[config.mk]
export PLATFORM = sky130hd
export DESIGN_NAME = cpu7_biu_arb
export DESIGN_NICKNAME = d
export VERILOG_FILES = /design/src/rtl/cpu7_biu_pkg.sv /design/src/rtl/cpu7_biu_arb_pick.sv /design/src/rtl/cpu7_biu_arb.sv
export SDC_FILE = /design/constraint.sdc
export NUM_CORES = 1
export LEC_CHECK = 0
export ABC_AREA = 1
export CELL_PAD_IN_SITES_DETAIL_PLACEMENT = 1
export CELL_PAD_IN_SITES_GLOBAL_PLACEMENT = 2
export CORE_MARGIN = 3
export CORE_UTILIZATION = 17
export DETAILED_ROUTE_END_ITERATION = 10
export HOLD_SLACK_MARGIN = 0.03
export PLACE_DENSITY = 0.88
export SETUP_SLACK_MARGIN = 0.15
export SKIP_CTS_REPAIR_TIMING = 1
export SLEW_MARGIN = 20
export SYNTH_ARGS = -nofsm -noshare
export SYNTH_HDL_FRONTEND = slang
export SYNTH_SLANG_ARGS = --single-unit
[constraint.sdc]
create_clock -name clk -period 1.5 [get_ports clk]
set_input_delay 0.3 -clock clk [delete_from_list [all_inputs] [get_ports clk]]
set_output_delay 0.3 -clock clk [all_outputs]
set_load 0.01 [all_outputs]
[src/rtl/cpu7_biu_pkg.sv]
// rtl/cpu7_biu_pkg.sv - shared constants for the cpu7 BIU arbiter
//
// Purpose: FSM state encodings, the maximum channel count and the
// grant-index width helper shared by cpu7_biu_arb and its picker.
// Ports: none (package).
package cpu7_biu_pkg;

  localparam int BIU_MAX_CH = 8;

  localparam logic [2:0] BIU_ARB_IDLE    = 3'd0;
  localparam logic [2:0] BIU_ARB_RD_REQ  = 3'd1;
  localparam logic [2:0] BIU_ARB_RD_WAIT = 3'd2;
  localparam logic [2:0] BIU_ARB_WR_REQ  = 3'd3;
  localparam logic [2:0] BIU_ARB_WR_WAIT = 3'd4;

  // Index width for NUM_CH channels; never narrower than one bit.
  function automatic int biu_idx_w(input int n);
    return (n > 1) ? $clog2(n) : 1;
  endfunction

endpackage

[src/rtl/cpu7_biu_arb_pick.sv]
// rtl/cpu7_biu_arb_pick.sv - combinational rotating priority picker
//
// Purpose: scans the request vector starting at i_ptr (wrapping) and
// returns the first requester. i_ptr tied to 0 gives fixed priority.
// Ports:
//   i_req     - per-channel request vector
//   i_ptr     - index where the scan starts
//   o_gnt_oh  - one-hot grant (all zero when nothing requests)
//   o_gnt_idx - grant index (0 when nothing requests)
module cpu7_biu_arb_pick
  import cpu7_biu_pkg::*;
#(
  parameter int NUM_CH = 2,
  parameter int IW     = 1
) (
  input  logic [NUM_CH-1:0] i_req,
  input  logic [IW-1:0]     i_ptr,
  output logic [NUM_CH-1:0] o_gnt_oh,
  output logic [IW-1:0]     o_gnt_idx
);

  always_comb begin : p_pick
    // One extra bit so ptr+k (at most 2*NUM_CH-2) cannot overflow before the wrap.
    logic [IW:0] c;
    logic        found;
    c         = '0;
    found     = 1'b0;
    o_gnt_oh  = '0;
    o_gnt_idx = '0;
    for (int k = 0; k < NUM_CH; k++) begin
      c = {1'b0, i_ptr} + (IW+1)'(k);
      if (c >= (IW+1)'(NUM_CH)) c = c - (IW+1)'(NUM_CH);
      if (!found && i_req[c[IW-1:0]]) begin
        found                 = 1'b1;
        o_gnt_oh[c[IW-1:0]]   = 1'b1;
        o_gnt_idx             = c[IW-1:0];
      end
    end
  end

endmodule

[src/rtl/cpu7_biu_arb.sv]
// rtl/cpu7_biu_arb.sv - arbiter of NUM_CH core channels onto the single BIU memory port
//
// Purpose: one outstanding transaction at a time, read beats write within a
// channel, per-channel read cancel that still drains the memory side.
// Ports:
//   clk, resetn                      - clock, asynchronous active-low reset
//   ch_rd_req/addr/cancel            - channel read requests (flattened, ch i at [i*AW +: AW])
//   ch_rd_ack, ch_data_valid, ch_data- read accept / data strobe / broadcast data
//   ch_wr_req/addr/data/strb         - channel write requests (flattened)
//   ch_wr_ack, ch_write_done         - write accept / completion
//   biu_rd_*, biu_wr_*               - memory-side request/ack/data handshakes
// Config: define CPU7_BIU_ARB_RR_EN for round-robin grant; default is fixed
// priority with channel 0 highest.
module cpu7_biu_arb
  import cpu7_biu_pkg::*;
#(
  parameter int NUM_CH = 2,
  parameter int AW     = 32,
  parameter int DW     = 32,
  parameter int SW     = DW / 8
) (
  input  logic                 clk,
  input  logic                 resetn,
  input  logic [NUM_CH-1:0]    ch_rd_req,
  input  logic [NUM_CH*AW-1:0] ch_rd_addr,
  input  logic [NUM_CH-1:0]    ch_rd_cancel,
  output logic [NUM_CH-1:0]    ch_rd_ack,
  output logic [NUM_CH-1:0]    ch_data_valid,
  output logic [DW-1:0]        ch_data,
  input  logic [NUM_CH-1:0]    ch_wr_req,
  input  logic [NUM_CH*AW-1:0] ch_wr_addr,
  input  logic [NUM_CH*DW-1:0] ch_wr_data,
  input  logic [NUM_CH*SW-1:0] ch_wr_strb,
  output logic [NUM_CH-1:0]    ch_wr_ack,
  output logic [NUM_CH-1:0]    ch_write_done,
  output logic                 biu_rd_req,
  output logic [AW-1:0]        biu_rd_addr,
  input  logic                 biu_rd_ack,
  input  logic                 biu_data_valid,
  input  logic [DW-1:0]        biu_data,
  output logic                 biu_wr_req,
  output logic [AW-1:0]        biu_wr_addr,
  output logic [DW-1:0]        biu_wr_data,
  output logic [SW-1:0]        biu_wr_strb,
  input  logic                 biu_wr_ack,
  input  logic                 biu_write_done
);

  localparam int IW = biu_idx_w(NUM_CH);

  logic [2:0]        r_state, w_next;
  logic [IW-1:0]     r_grant;
  logic              r_cancel;
  logic [AW-1:0]     r_rd_addr, r_wr_addr;
  logic [DW-1:0]     r_wr_data;
  logic [SW-1:0]     r_wr_strb;
  logic [NUM_CH-1:0] w_pick_oh, w_grant_oh;
  logic [IW-1:0]     w_pick_idx, w_ptr;
  logic              w_pick_any, w_pick_rd, w_rd_busy, w_cancel_now, w_kill, w_release;

`ifdef CPU7_BIU_ARB_RR_EN
  logic [IW-1:0] r_rr_ptr;
  assign w_ptr = r_rr_ptr;
`else
  assign w_ptr = '0;
`endif

  cpu7_biu_arb_pick #(.NUM_CH(NUM_CH), .IW(IW)) u_pick (
    .i_req     (ch_rd_req | ch_wr_req),
    .i_ptr     (w_ptr),
    .o_gnt_oh  (w_pick_oh),
    .o_gnt_idx (w_pick_idx)
  );

  assign w_pick_any   = |w_pick_oh;
  assign w_pick_rd    = |(w_pick_oh & ch_rd_req);
  assign w_grant_oh   = {{(NUM_CH-1){1'b0}}, 1'b1} << r_grant;
  assign w_rd_busy    = (r_state == BIU_ARB_RD_REQ) || (r_state == BIU_ARB_RD_WAIT);
  // A cancel in the data cycle must already suppress that cycle's strobe.
  assign w_cancel_now = w_rd_busy & ch_rd_cancel[r_grant];
  assign w_kill       = r_cancel | w_cancel_now;
  assign w_release    = (r_state != BIU_ARB_IDLE) && (w_next == BIU_ARB_IDLE);

  assign biu_rd_addr = r_rd_addr;
  assign biu_wr_addr = r_wr_addr;
  assign biu_wr_data = r_wr_data;
  assign biu_wr_strb = r_wr_strb;

  // Channel strobes are decoded from the state register so an async reset
  // removes them immediately.
  always_comb begin
    w_next        = r_state;
    biu_rd_req    = 1'b0;
    biu_wr_req    = 1'b0;
    ch_rd_ack     = '0;
    ch_data_valid = '0;
    ch_data       = '0;
    ch_wr_ack     = '0;
    ch_write_done = '0;
    case (r_state)
      BIU_ARB_IDLE: begin
        if (w_pick_any) w_next = w_pick_rd ? BIU_ARB_RD_REQ : BIU_ARB_WR_REQ;
      end
      BIU_ARB_RD_REQ: begin
        biu_rd_req = 1'b1;
        ch_data    = biu_data;
        if (biu_rd_ack) begin
          if (!w_kill) ch_rd_ack = w_grant_oh;
          if (biu_data_valid) begin
            if (!w_kill) ch_data_valid = w_grant_oh;
            w_next = BIU_ARB_IDLE;
          end else begin
            w_next = BIU_ARB_RD_WAIT;
          end
        end
      end
      BIU_ARB_RD_WAIT: begin
        ch_data = biu_data;
        if (biu_data_valid) begin
          if (!w_kill) ch_data_valid = w_grant_oh;
          w_next = BIU_ARB_IDLE;
        end
      end
      BIU_ARB_WR_REQ: begin
        biu_wr_req = 1'b1;
        if (biu_wr_ack) begin
          ch_wr_ack = w_grant_oh;
          if (biu_write_done) begin
            ch_write_done = w_grant_oh;
            w_next        = BIU_ARB_IDLE;
          end else begin
            w_next = BIU_ARB_WR_WAIT;
          end
        end
      end
      BIU_ARB_WR_WAIT: begin
        if (biu_write_done) begin
          ch_write_done = w_grant_oh;
          w_next        = BIU_ARB_IDLE;
        end
      end
      default: w_next = BIU_ARB_IDLE;
    endcase
  end

  always_ff @(posedge clk or negedge resetn) begin
    if (!resetn) begin
      r_state   <= BIU_ARB_IDLE;
      r_grant   <= '0;
      r_cancel  <= 1'b0;
      r_rd_addr <= '0;
      r_wr_addr <= '0;
      r_wr_data <= '0;
      r_wr_strb <= '0;
    end else begin
      r_state <= w_next;
      if (r_state == BIU_ARB_IDLE && w_pick_any) begin
        r_grant <= w_pick_idx;
        if (w_pick_rd) begin
          r_rd_addr <= ch_rd_addr[w_pick_idx*AW +: AW];
        end else begin
          r_wr_addr <= ch_wr_addr[w_pick_idx*AW +: AW];
          r_wr_data <= ch_wr_data[w_pick_idx*DW +: DW];
          r_wr_strb <= ch_wr_strb[w_pick_idx*SW +: SW];
        end
      end
      if (w_cancel_now) r_cancel <= 1'b1;
      // Returning to IDLE zeroes the memory-side fields so an idle port shows all zero.
      if (w_release) begin
        r_grant   <= '0;
        r_cancel  <= 1'b0;
        r_rd_addr <= '0;
        r_wr_addr <= '0;
        r_wr_data <= '0;
        r_wr_strb <= '0;
      end
    end
  end

`ifdef CPU7_BIU_ARB_RR_EN
  always_ff @(posedge clk or negedge resetn) begin
    if (!resetn) begin
      r_rr_ptr <= '0;
    end else if (r_state == BIU_ARB_IDLE && w_pick_any) begin
      r_rr_ptr <= (w_pick_idx == IW'(NUM_CH - 1)) ? '0 : w_pick_idx + 1'b1;
    end
  end
`endif

endmodule

### Clock nets

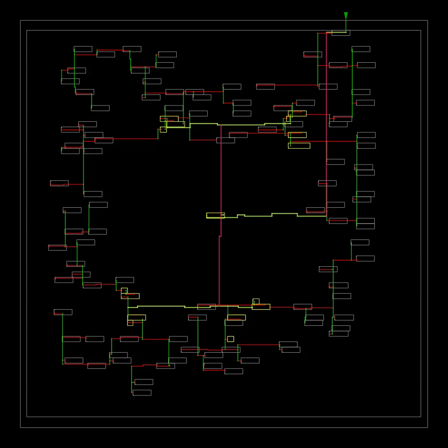
layout sequential cell count: 105
clock sink total: 105
Worst-Skew Late Latency: 360 ps

### M1 wires

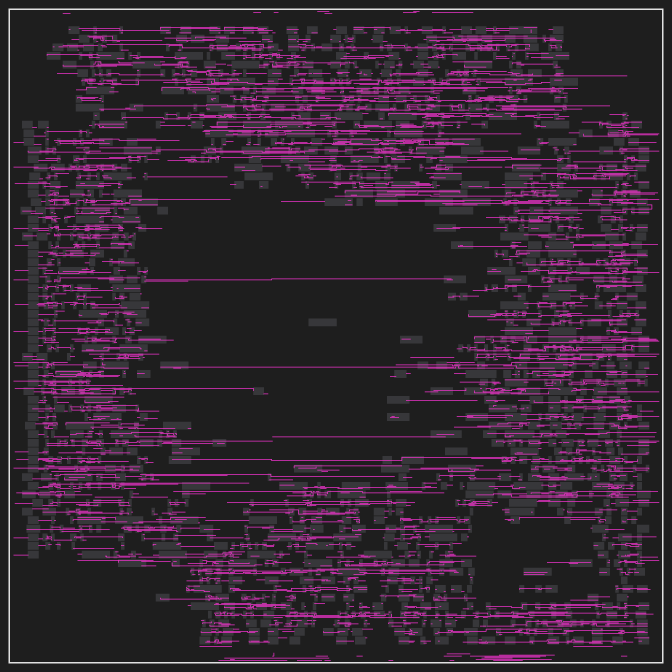
longest straight run	92.9 µm
share of all routed wire	43%
main direction	horizontal
nets with wire on the layer	1,543
total detailed-routing wirelength: 34,900 µm
via count of the routed design: 8,531
met1 capacity usage during global routing: 17.9%

==> run notes <==
Physical design

The gate-level netlist out of Yosys references 20 unique cell types. STA classifies the critical path endpoint as an output pin. The detailed router used layers up to and including met5. STA puts the critical path data arrival time at 1610 ps. The number of antenna violations at the first check in global routing was 2. By area, the combinational part of the netlist is dominated by simple AND/OR/NAND/NOR gates.

The cell area after technology mapping stands at 6820 µm². The via density per instance stands at 4.14. Summed over all nets, the half-perimeter wirelength after detailed placement is 24,900 µm. The clock transition at the registers of the reported paths stands at 80 ps. The top cell types in the final layout, fill and taps aside, are 425 x nand2_1, 242 x clkdlybuf4s50_1, 108 x dlymetal6s2s_1, 104 x inv_1, 102 x dfrtp_1. Summing the areas of all compound-gate instances in the mapped netlist gives 7.78% of the synthesized area. The async set or reset register ratio after synthesis stands at 100%. The vertical die dimension reported for this design is 206 µm.

STA classifies the critical path startpoint as a flop. The share of the synthesized netlist area taken by xor and xnor gates stands at 0%. The final reports fail on setup timing.

Clock cells make up 2.28% of the layout cell area. Measured against the total synthesized area, the mux share comes to 0%. Broken down by cell family, the worst path's largest delay share belongs to flip-flops.

The flip-flop and latch share of the layout cell area stands at 19.8%. The clock buffer count stands at 9. The type recorded for the worst min-delay path is primary input to asynchronous set/reset pin.

Per the placement report, the placed cell count is 2,016. The slew at the pin closest to its max-slew limit stands at 497 ps. TritonCTS built the clock tree. Before antenna repair, the detailed router went through 4 iterations.

After synthesis, the cell types taking the most area are dfrtp_1 39%, nand2_1 29%, nand3_1 7.7%, o21ai_0 7.5%, inv_1 6.1%. The repair_antennas step left the layout with diodes totalling 0. The multi-input combinational cell count stands at 790. The layout has 4,789 filler cells. The post-layout period usage of the worst path stands at 127%. According to the floorplan log, the row count is 72.

The overall global routing resource usage stands at 14.5%. The number of hold violations in the final report stands at 0. The flow ran to the end, but the final reports show violations.

The number of global-route vias before repair stands at 8,795. The global routing report lists met3 layer usage as 3.98%. From the final report, the count of setup violators was given as 145. The post-synthesis net count stands at 1,363. In the synthesized netlist the dominant register cell turns out to be dfrtp_1. The worst endpoint required time stands at 1200 ps.

Entering global routing, the biggest net connects 56 pins. Setup repair after global routing could not meet its margin everywhere. The total routed wire length on the met1 layer stands at 14,900 µm.

The combined buffer and inverter count along the critical path stands at 3. The total global routing overflow stands at 0. The synthesized chip area reported by yosys stands at 6820 µm². The biggest slice of the area belongs to non-clock buffers. The number of clock buffers inserted by TritonCTS stands at 9.

The synthesized netlist devotes 0% of its cell area to adder and majority cells. The first global-routing pass estimated 48,500 µm of wire. In the post-synthesis netlist, the cell with the most instances is nand2_1. The setup TNS stands at -48,340 ps. Per the OpenROAD floorplan log, the area of the core is 39,100 µm².

The number of enable flip-flop cells stands at 0. Summed over its instances, the top area cell type makes up 38.5% of the synthesized netlist area. By startpoint and endpoint, the worst setup path is classified as flop to output pin. The DRC marker count from the first detailed-route iteration stands at 322. The DRC violation count after routing stands at 0.

The clock H-tree reported by CTS has 3 levels. For this run, the number of standard cells in the final layout without fillers is 2,060. In this run, synthesis produced a sequential element count of 105. The number of well taps stands at 518.

The number of antenna-violating nets in the routed design stands at 0. The global-route track usage on met2 stands at 25.4%. For this run, the top clock speed supported by timing is 525 MHz. The post-place setup slack stands at -655 ps. The number of inverters outside the clock class in the layout stands at 148. At the end of routability-driven placement, the weighted congestion stood at 0.758. Measured on the finished design, the core utilization comes to 34.0%. The post-synthesis cell count from yosys stands at 1,119. The critical path in the final layout is reported with a setup slack of -406 ps. The number of warnings issued by yosys stands at 0. Per the run summary, max-cap violations total 0. The synthesized netlist handed to floorplanning was reported with a cell count of 1,119. For the finished layout, the period the worst path requires is 1910 ps. The initial standard-cell utilization of the core stands at 17.4%.
==> registers in the layout, indices dropped and copies added (netlist names) <==
name         cells
r_grant          1
biu_wr_strb      4
biu_wr_addr     32
r_state          3
r_cancel         1
biu_rd_addr     32
biu_wr_data     32
==> worst paths after layout <==
| kind | to | slack (ps) | cells past startpoint |
|---|---|---|---|
| min in group clk | biu_wr_addr[27] | 570 | 4 |
| worst min-delay path | biu_wr_data[2] | 450 | 2 |
| worst max-delay path | ch_data[1] | -410 | 7 |
| max in group asynchronous | biu_wr_data[16] | 510 | 3 |
| worst min register to register | biu_wr_addr[27] | 570 | 4 |
| worst max register to register | biu_rd_addr[1] | -370 | 13 |
==> power by group <==
| part | switching, mW | internal, mW |
|---|---|---|
| registers | 0.609 | 4.01 |
| logic | 7.97 | 7.00 |
| clock network | 1.25 | 1.32 |
Power figures rest on the tool's default switching activity, not on a simulated workload.
